--- src/rtl/glb_pkg.sv ---
// rtl/glb_pkg.sv - shared types, default sizes and helpers for the global-buffer writer
package glb_pkg;

    typedef enum logic [1:0] {
        ST_CLR  = 2'd0,
        ST_IDLE = 2'd1,
        ST_LOAD = 2'd2
    } glb_state_e;

    localparam int DEF_DATA_WIDTH = 16;
    localparam int DEF_NUM_COL    = 10;
    localparam int DEF_NUM_ROW    = 4;

    localparam int COL_W = (DEF_NUM_COL > 1) ? $clog2(DEF_NUM_COL) : 1;
    localparam int ROW_W = (DEF_NUM_ROW > 1) ? $clog2(DEF_NUM_ROW) : 1;

    // Effective kernel rows: K=0 behaves as 1, K beyond the array saturates.
    function automatic logic [7:0] clamp_k(input logic [7:0] k, input int num_row);
        logic [7:0] nr;
        nr = 8'(num_row);
        if (k == 8'd0)
            return 8'd1;
        else if (k > nr)
            return nr;
        else
            return k;
    endfunction

endpackage

--- src/rtl/glb_addr_gen.sv ---
// rtl/glb_addr_gen.sv - column/row wrap counter with kernel-size clamp and pass-done flag
module glb_addr_gen
    import glb_pkg::*;
#(
    parameter int  NUM_COL = DEF_NUM_COL,
    parameter int  NUM_ROW = DEF_NUM_ROW,
    localparam int CW      = (NUM_COL > 1) ? $clog2(NUM_COL) : 1,
    localparam int RW      = (NUM_ROW > 1) ? $clog2(NUM_ROW) : 1
) (
    input  logic          clk_i,
    input  logic          rst_n_i,
    input  logic          clear_i,
    input  logic          latch_k_i,
    input  logic          adv_i,
    input  logic [7:0]    kernel_size_i,
    output logic [CW-1:0] col_o,
    output logic [RW-1:0] row_o,
    output logic          done_o
);

    localparam logic [CW-1:0] COL_LAST = CW'(NUM_COL - 1);

    logic [CW-1:0] col_q, col_d;
    logic [RW-1:0] row_q, row_d;
    logic [7:0]    keff_q, keff_d;
    logic [7:0]    keff;
    logic          col_wrap;
    logic          row_last;

    // The first word of a pass is written in the same cycle K is latched.
    assign keff     = latch_k_i ? clamp_k(kernel_size_i, NUM_ROW) : keff_q;
    assign col_wrap = (col_q == COL_LAST);
    assign row_last = (8'(row_q) == (keff - 8'd1));

    always_comb begin
        col_d  = col_q;
        row_d  = row_q;
        keff_d = keff;
        if (clear_i) begin
            col_d = '0;
            row_d = '0;
        end else if (adv_i) begin
            col_d = col_wrap ? '0 : col_q + 1'b1;
            if (col_wrap)
                row_d = row_last ? '0 : row_q + 1'b1;
        end
    end

    always_ff @(posedge clk_i or negedge rst_n_i) begin
        if (!rst_n_i) begin
            col_q  <= '0;
            row_q  <= '0;
            keff_q <= 8'd1;
        end else begin
            col_q  <= col_d;
            row_q  <= row_d;
            keff_q <= keff_d;
        end
    end

    assign col_o  = col_q;
    assign row_o  = row_q;
    assign done_o = adv_i & col_wrap & row_last;

endmodule

--- src/rtl/glb_buf.sv ---
// rtl/glb_buf.sv - global-buffer writer: clear sequence, stream load to PE array, start trigger
module glb_buf
    import glb_pkg::*;
#(
    parameter int  DATA_WIDTH = DEF_DATA_WIDTH,
    parameter int  NUM_COL    = DEF_NUM_COL,
    parameter int  NUM_ROW    = DEF_NUM_ROW,
    localparam int CW         = (NUM_COL > 1) ? $clog2(NUM_COL) : 1,
    localparam int RW         = (NUM_ROW > 1) ? $clog2(NUM_ROW) : 1
) (
    input  logic                  bus_clk,
    input  logic                  rstn,
    input  logic                  flush,
    input  logic                  start,
    input  logic [DATA_WIDTH-1:0] data_in,
    input  logic [7:0]            kernel_size,
    output logic                  rstn_busy,
    output logic                  bus_wen,
    output logic [DATA_WIDTH-1:0] bus_data,
    output logic [CW-1:0]         bus_col,
    output logic [RW-1:0]         bus_row,
    output logic                  bus_clr,
    output logic                  bus_start,
    output logic                  bus_done
);

    localparam logic [CW-1:0] CLR_LAST = CW'(NUM_COL - 1);

    glb_state_e            state_q, state_d;
    logic [CW-1:0]         clr_cnt_q, clr_cnt_d;
    logic                  start_q;
    logic                  accept;
    logic                  start_pulse;
    logic [CW-1:0]         col;
    logic [RW-1:0]         row;
    logic                  done;

    logic                  clr_q, clr_d;
    logic                  wen_q, wen_d;
    logic [DATA_WIDTH-1:0] data_q, data_d;
    logic [CW-1:0]         col_q, col_d;
    logic [RW-1:0]         row_q, row_d;
    logic                  bstart_q, bstart_d;
    logic                  done_q, done_d;

    assign accept      = (state_q != ST_CLR) && flush;
    assign start_pulse = (state_q == ST_IDLE) && !flush && start && !start_q;

    glb_addr_gen #(
        .NUM_COL (NUM_COL),
        .NUM_ROW (NUM_ROW)
    ) u_addr_gen (
        .clk_i         (bus_clk),
        .rst_n_i       (rstn),
        .clear_i       ((state_q == ST_CLR) || ((state_q == ST_LOAD) && !flush)),
        .latch_k_i     ((state_q == ST_IDLE) && flush),
        .adv_i         (accept),
        .kernel_size_i (kernel_size),
        .col_o         (col),
        .row_o         (row),
        .done_o        (done)
    );

    always_ff @(posedge bus_clk or negedge rstn) begin
        if (!rstn) begin
            state_q   <= ST_CLR;
            clr_cnt_q <= '0;
            start_q   <= 1'b0;
        end else begin
            state_q   <= state_d;
            clr_cnt_q <= clr_cnt_d;
            start_q   <= start;
        end
    end

    always_comb begin
        state_d   = state_q;
        clr_cnt_d = '0;
        case (state_q)
            ST_CLR: begin
                clr_cnt_d = clr_cnt_q + 1'b1;
                if (clr_cnt_q == CLR_LAST)
                    state_d = ST_IDLE;
            end
            ST_IDLE: if (flush) state_d = ST_LOAD;
            ST_LOAD: if (!flush) state_d = ST_IDLE;
            default: state_d = ST_CLR;
        endcase
    end

    always_comb begin
        clr_d    = (state_d == ST_CLR);
        wen_d    = accept;
        data_d   = accept ? data_in : data_q;
        col_d    = accept ? col : col_q;
        row_d    = accept ? row : row_q;
        done_d   = done;
        bstart_d = start_pulse;
    end

    always_ff @(posedge bus_clk or negedge rstn) begin
        if (!rstn) begin
            clr_q    <= 1'b1;
            wen_q    <= 1'b0;
            data_q   <= '0;
            col_q    <= '0;
            row_q    <= '0;
            done_q   <= 1'b0;
            bstart_q <= 1'b0;
        end else begin
            clr_q    <= clr_d;
            wen_q    <= wen_d;
            data_q   <= data_d;
            col_q    <= col_d;
            row_q    <= row_d;
            done_q   <= done_d;
            bstart_q <= bstart_d;
        end
    end

    assign rstn_busy = clr_q;
    assign bus_clr   = clr_q;
    assign bus_wen   = wen_q;
    assign bus_data  = data_q;
    assign bus_col   = col_q;
    assign bus_row   = row_q;
    assign bus_done  = done_q;
    assign bus_start = bstart_q;

endmodule

--- config.mk ---
export PLATFORM = sky130hd
export DESIGN_NAME = glb_buf
export DESIGN_NICKNAME = d
export VERILOG_FILES = /design/src/rtl/glb_pkg.sv /design/src/rtl/glb_addr_gen.sv /design/src/rtl/glb_buf.sv
export SDC_FILE = /design/constraint.sdc
export NUM_CORES = 1
export LEC_CHECK = 0
export ABC_CLOCK_PERIOD_IN_PS = 4190
export CAP_MARGIN = 20
export CORE_MARGIN = 5
export CORE_UTILIZATION = 51
export CTS_CLUSTER_DIAMETER = 150
export CTS_CLUSTER_SIZE = 10
export DETAILED_ROUTE_END_ITERATION = 10
export PLACE_DENSITY = 0.95
export SETUP_SLACK_MARGIN = 0.2
export SLEW_MARGIN = 10
export SYNTH_ARGS = -nofsm -noshare
export SYNTH_HDL_FRONTEND = slang
export SYNTH_SLANG_ARGS = --single-unit
--- constraint.sdc ---
create_clock -name bus_clk -period 4.19 [get_ports bus_clk]
set_clock_uncertainty 0.2 [all_clocks]
set_input_delay 0.838 -clock bus_clk [delete_from_list [all_inputs] [get_ports bus_clk]]
set_output_delay 0.838 -clock bus_clk [all_outputs]
set_load 0.02 [all_outputs]
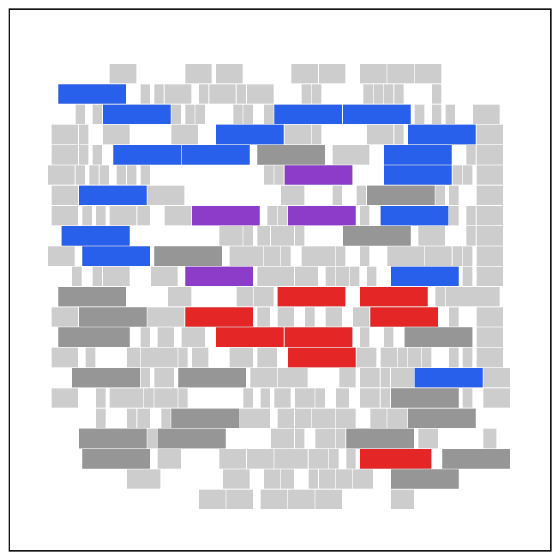
Run 1: sequential cells grouped by signal name
Other sequential cells in the stronger gray, the rest of the logic in the fainter gray.
[red] u_addr_gen.keff_q | placed flops: 8 | where: center
[blue] bus_data | placed flops: 16
[purple] u_addr_gen.col_o | placed flops: 4
P_seq: 0.669 mW
Seq/total area: 0.4412

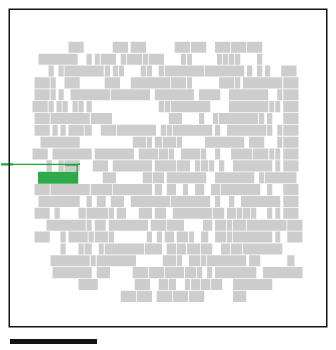
Run 1: wires at chosen ports, followed through buffers
Bar = 20 µm.
[green] bus_wen | bits: 1 | direction: output | edge: left | end cells: 1 | wire: 21.1 µm
# IOs: 55
IO buf count: 54

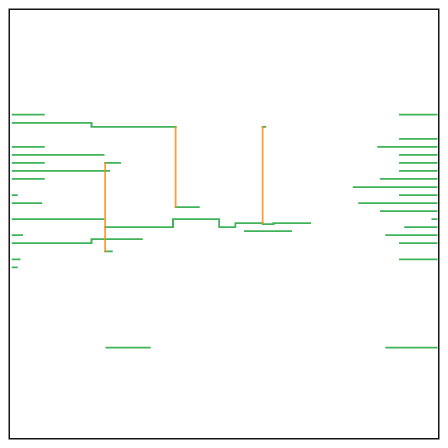
Run 1: routed metal, one color a layer
Two of the layers only.
[green] metal 3 | wire length: 318 µm
[orange] metal 4 | wire length: 44.9 µm
total number of vias: 1540
routed len/inst: 13.54 µm

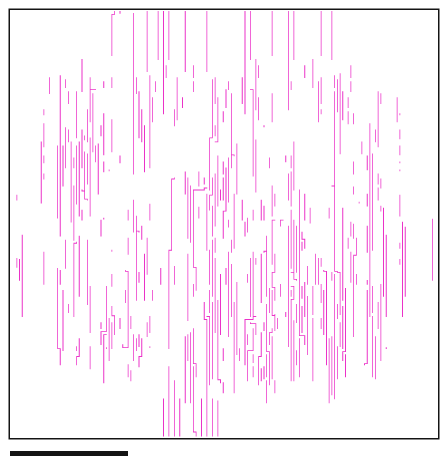
Run 1: signal wires on met2
Bar = 20 µm.
share of all routed wire: 50%
main direction: vertical
nets with wire on the layer: 242
wire length on this layer: 2100 µm
longest straight run: 32.6 µm
met2 Usage GRT: 0.2831
final WL: 4.171 mm

==> notes.md, run 1 <==
flow finished, numbers: Crit path max-delay family=simple AND/OR/NAND/NOR gates, max cap viols=0, critical setup path kind=input port to register, # resized after CTS=0, Slew @ Worst Pin=around 770 ps, r2r setup slk=1590 ps, Net Sw Frac=0.3659, cell count listed in synth_stat.txt=204, EDFF count, synth=0, combinational share of cell area=0.2815, static leakage=about 1.3 nW, Post-Synth Adder-Cell Area=0.03143, Worst Setup SP=kernel_size[3], fill count=about 280, Synth Seq Share=0.5921, Power, Total=1.572 mW, Worst setup endpoint=bus_done, hold violation count in the final report=0, MUX share of area=0, XOR-XNOR Cells, Area Fraction=0.03520, most numerous logic cells after layout=nand2_1 (74), clkdlybuf4s50_1 (53), dfrtp_1 (45), Post-Place Cells=between 200 and 300, die height=between 70 and 80 µm, Skew-Pair Late Insertion Delay=about 290 ps, CP arrival=about 3500 ps, # Taps=around 48, Max stage delay on crit path=550 ps, Avg Vias per Cell=around 5.0, required time of the critical path=4220 ps, worst hold path class=input port to asynchronous set/reset pin, P_sw=between 0.5 and 0.6 mW, DRC=0, final worst slack=777.6 ps, Metal-1 WL=around 1.7 mm, final setup violation count=0, fmax=around 0.29 GHz, Util after Layout=0.7189, clk slew on worst S/H paths=approximately 80 ps, post-synthesis simple-gate area fraction=0.2495, layout clock buffer count=7, Initial DRT Pass Iterations=4, top_reg_cell synth=dfrtp_1, final worst-path cycle share=0.8144, max-slew violation count=0, synthesized instance count=204, hpwl dp=about 3.0 mm, final net count=292, highest metal used=met4, Comb pwr share=0.402, min Tclk post-route=between 3000 and 4000 ps, Clock group=0.271 mW, most used routing layer=met2, comb_multi_in=between 100 and 150, 1st-iter DRT viols=between 80 and 90, largest net degree at the start of global routing=about 48, ANT cells=0, Worst path slowest cell=or4_4, Seq pwr share=0.426, DR WL met2=between 2 and 2.5 mm, synthesized area per cell=between 9 and 10 µm², CP Capture Type=register, All-Layer GR Usage=0.1636, FF-to-FF Start=state_q[1], Synth Area in Compound Gates=0.06160, most frequent logic cell in the layout=nand2_1, register area=1179 µm², RSZ-0062 raised after global routing=false, comb area leader=simple AND/OR/NAND/NOR gates, PD cells=roughly 590 nW/µm², Max power group=registers, VDD IR max=0.4416 mV, P_comb=around 0.63 mW, Tool Warnings=28, H-tree levels=2, yosys stat chip area=1991 µm², Post-synth ARST share=1.000, Buf+Inv Stages, Crit Path=1, worst hold slack=173.8 ps, WL met3=between 300 and 400 µm, Area Overhead vs Synth=34.19%, Max clock buf depth=2, CTS Sinks=approximately 47, cell internal pwr=0.9968 mW, flip-flops=between 40 and 50, Non-CTS inverters=7, CTS tree=done, R2R depth=8, Comb area=~750 µm², Die W=approximately 72 µm, antenna violations before repair=0, Post-Syn Area=approximately 2000 µm², TNS Setup=0 ps, status=finished, final reports clean, post-synth net total=about 240, FP Util=0.5357, Ys Warns=0, Post-Place Setup Slack=490.6 ps, core area=3716 µm², CP Cell Sequence=clkdlybuf4s50_1, or4_4, nor3_1, nand2b_1, o21a_1, ha_1, xnor2_1, a31oi_1, o221ai_1, a31oi_1, and2b_2, row count=22, WP depth=11, CP dominant cell by count=a31oi_1, Startpoint Class=input port, number of buffers created by CTS=5, Post-synth regs=approximately 47, ratio of cells with drive above 1 in the final layout=0.06154, met1 Track Usage GR=0.1995, clk tree area frac=0.03419
run 1: Yosys cell counts (2+ instances only):
cell / number / share of area
nand2_1: 74 / 0.14
o21a_1: 2 / 0.0075
xnor2_1: 4 / 0.018
ha_1: 5 / 0.031
o31ai_1: 3 / 0.011
nand2b_1: 3 / 0.0094
inv_1: 7 / 0.013
dfstp_2: 2 / 0.026
clkbuf_1: 6 / 0.011
nor4_1: 2 / 0.0063
a21oi_1: 2 / 0.0050
xor2_1: 4 / 0.018
dfrtp_1: 45 / 0.57
a31oi_1: 2 / 0.0063
o211ai_1: 2 / 0.0075
nor3_1: 2 / 0.0050
and2_1: 6 / 0.019
nor2_1: 12 / 0.023
o21ai_0: 3 / 0.0075
Run 1, cell outlines without signal wires:
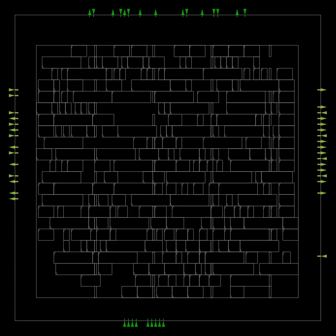

==> inputs of run 2 (changes only) <==
--- a/config.mk
+++ b/config.mk
@@ -5,14 +5,14 @@
 export SDC_FILE = /design/constraint.sdc
 export NUM_CORES = 1
 export LEC_CHECK = 0
-export ABC_CLOCK_PERIOD_IN_PS = 4190
+export ABC_CLOCK_PERIOD_IN_PS = 3100
 export CAP_MARGIN = 20
 export CORE_MARGIN = 5
-export CORE_UTILIZATION = 51
+export CORE_UTILIZATION = 43
 export CTS_CLUSTER_DIAMETER = 150
 export CTS_CLUSTER_SIZE = 10
 export DETAILED_ROUTE_END_ITERATION = 10
-export PLACE_DENSITY = 0.95
+export PLACE_DENSITY = 0.87
 export SETUP_SLACK_MARGIN = 0.2
 export SLEW_MARGIN = 10
 export SYNTH_ARGS = -nofsm -noshare
==> constraint.sdc (replaced) <==
create_clock -name bus_clk -period 3.1 [get_ports bus_clk]
set_clock_uncertainty 0.2 [all_clocks]
set_input_delay 0.62 -clock bus_clk [delete_from_list [all_inputs] [get_ports bus_clk]]
set_output_delay 0.62 -clock bus_clk [all_outputs]
set_load 0.02 [all_outputs]
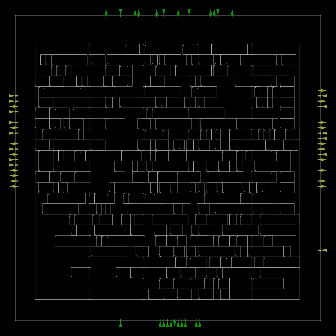
Run 2: cell outlines without signal wires
Post-Layout Cell Count: 318
row count: 24

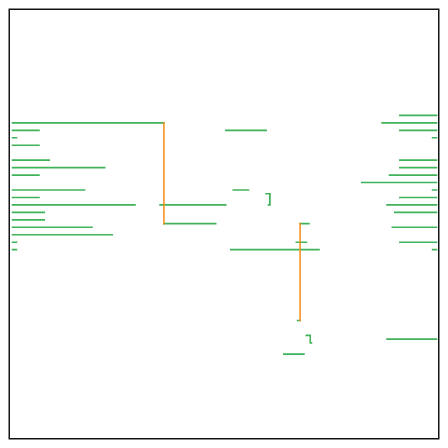
Run 2: routed metal, one color a layer
Two of the layers only.
[green] metal 3 | wire length: 320 µm
[orange] metal 4 | wire length: 36.0 µm
total number of vias: 1583
routed len/inst: 14.25 µm
final WL: 4.530 mm

==> run 2 against run 1 <==
Net effect:
- sequential cell count unchanged
- critical path depth unchanged
- combinational power increased by 38%
- worst hold slack got worse by 69 ps
- design area increased by 4.0%
- first-iteration DRC count decreased by 14%
- largest power group unchanged
- clock-buffer cell count unchanged
- clock power increased by 38%
- highest routed layer unchanged
- cell count increased by 3.2%
- sequential power increased by 35%
==> notes.md, run 2 <==
flow finished, numbers: CTS Sinks=47 (unchanged), RSZ-0062 raised after global routing=false, P_comb=0.873 mW (+38%), Slew @ Worst Pin=564.7 ps (-202.7 ps), final worst-path cycle share=0.9258, Max stage delay on crit path=500 ps (-50 ps), Crit path max-delay family=simple AND/OR/NAND/NOR gates, Post-synth regs=47 (unchanged), TNS Setup=0 ps (unchanged), post-synth net total=237 (unchanged), Area Overhead vs Synth=39.60%, flip-flops=47 (unchanged), Seq/total area=0.4241 (-0.01709), Initial DRT Pass Iterations=4 (unchanged), Synth Area in Compound Gates=0.06160 (unchanged), synthesized area per cell=9.758 µm² (unchanged), # Taps=52 (+8.3%), DR WL met2=2.331 mm (+11%), layout clock buffer count=7 (unchanged), Avg Vias per Cell=4.978 (-0.44%), number of flip-flops in the largest register=16, core area=4414 µm² (+19%), Seq pwr share=0.419 (-0.007), status=finished, final reports clean, Worst path slowest cell=or4_4, P_sw=0.7861 mW (+37%), max-slew violation count=0 (unchanged), Yosys cell types=37, Skew-Pair Late Insertion Delay=290 ps (about the same), Ys Warns=0 (unchanged), ANT cells=0 (unchanged), Comb pwr share=0.407 (+0.005), CP Capture Type=register, Post-Layout Inst Area=2779 µm², Metal-1 WL=1.842 mm (+8.0%), FP Util=0.4510 (-0.08473), cell with the most instances after synthesis=nand2_1, top_reg_cell synth=dfrtp_1, Slew Limit Headroom=0.6236, P_seq=0.901 mW (+35%), largest net degree at the start of global routing=48 (unchanged), most numerous logic cells after layout=nand2_1 (74), clkdlybuf4s50_1 (49), dfrtp_1 (45), 1st-iter DRT viols=76 (-14%), combinational share of cell area=0.2895 (+0.008010), PD cells=773.1 nW/µm² (+31%), Dominant cell area share=0.5657 (unchanged), Synth Seq Share=0.5921 (unchanged), fmax=around 0.35 GHz, vias in the first global route=about 1700, clock share of power=0.174, highest metal used=met4, hold violation count in the final report=0 (unchanged), All-Layer GR Usage=0.1482 (-0.01538), largest class=flip-flops and latches, VDD IR max=0.5534 mV (+25%), synthesized instance count=204 (unchanged), XOR-XNOR Cells, Area Fraction=0.03520 (unchanged), MUX share of area=0 (unchanged), max cap viols=0 (unchanged), clk slew on worst S/H paths=90 ps (about the same), Post-Syn Area=1991 µm² (unchanged), synth cell count leaders=nand2_1 (74), dfrtp_1 (45), nor2_1 (12), # IOs=55 (unchanged), fill count=364 (+30%), routability-driven placement congestion ratio=0.7342, Startpoint Class=input port, total global routing overflow=0, post-synth top area cell=dfrtp_1, Hold Buf Count CTS=0, top cells by area=dfrtp_1 (57%), nand2_1 (14%), ha_1 (3.1%), dfstp_2 (2.6%), nor2_1 (2.3%), die area=a little over 6000 µm², most frequent logic cell in the layout=nand2_1, required time of the critical path=3130 ps (-1090 ps), met2 Usage GRT=0.2657 (-0.01739), H-tree levels=2 (unchanged), cell count listed in synth_stat.txt=204 (unchanged), met3 usage=0.05263, ratio of cells with drive above 1 in the final layout=0.1015 (+0.03997), clk root buf=clkbuf_8, comb_multi_in=142 (unchanged), WL met3=319 µm (+0.31%), CP Cell Sequence=dlygate4sd2_1, or4_4, nor3_4, nand2b_1, o21a_1, ha_4, xnor2_2, a31oi_1, o221ai_2, a31oi_4, and2b_2, CP Max Fanout=3, static leakage=1.310 nW (+3.2%), Clock group=0.374 mW (+38%), Post-Place Cells=308 (+3.0%), number of buffers created by CTS=5 (unchanged), DP Area=around 2600 µm², critical setup path kind=input port to register, IO buf count=54 (unchanged), DRC=0 (unchanged), die height=78.04 µm (+7.7%), min Tclk post-route=2870 ps, met1 Track Usage GR=0.1632 (-0.03627), Tool Warnings=28 (unchanged), final setup violation count=0 (unchanged), post-route ant nets=0, register area=1179 µm² (unchanged), post-synthesis simple-gate area fraction=0.2495 (unchanged), Power, Total=2.148 mW (+37%), clk tree area frac=0.03287 (-0.001324), Non-CTS inverters=7 (unchanged), hpwl dp=3.052 mm (+1.2%), Die W=78.04 µm (+7.7%), final net count=298 (+2.1%), Post-synth ARST share=1.000 (unchanged), antenna violations before repair=0 (unchanged), Comb area=804.5 µm² (+7.0%), Post-Synth Adder-Cell Area=0.03143 (unchanged), CTS tree=done, EDFF count, synth=0 (unchanged), worst hold path class=input port to asynchronous set/reset pin, CP arrival=2900 ps (-550 ps), first-pass GRT wire length=roughly 7.4 mm, comb area leader=simple AND/OR/NAND/NOR gates, signal buffers share of area=0.2206, Buf+Inv Stages, Crit Path=1 (unchanged), Signal buffers=62, Max power group=registers, most used routing layer=met2, Net Sw Frac=0.3659 (about the same), cell internal pwr=1.362 mW (+37%), yosys stat chip area=1991 µm² (unchanged), Max clock buf depth=2 (unchanged)
## run 2: through the flow
stage               utilization  hold slack [ps]  setup slack (ps)
finish                   0.6295            105.2             230.0
global route             0.6295            146.6             188.7
CTS                      0.6154            208.7             204.2
detailed placement       0.5896            197.8            -406.7
global placement         0.5896            192.0            -263.2
floorplan                     -            124.4             228.9
## run 2: final timing paths
kind	from	end	slack (ps)	depth (start not counted)
worst max-delay path	kernel_size[3]	bus_done	230	11
worst min-delay path	rstn	bus_start	110	1
worst max register to register	state_q[1]	bus_done	690	9
worst min register to register	start_q	bus_start	210	1
max in group asynchronous	rstn	bus_clr	2000	2
min in group bus_clk	start_q	bus_start	210	1
## run 2: timing repair
item,in CTS,in global routing
gates cloned,0,0
setup endpoints to repair,3,3
resized,9,4
setup buffers,1,0
pin swaps,6,4
Power is estimated from default activity; no workload was simulated.
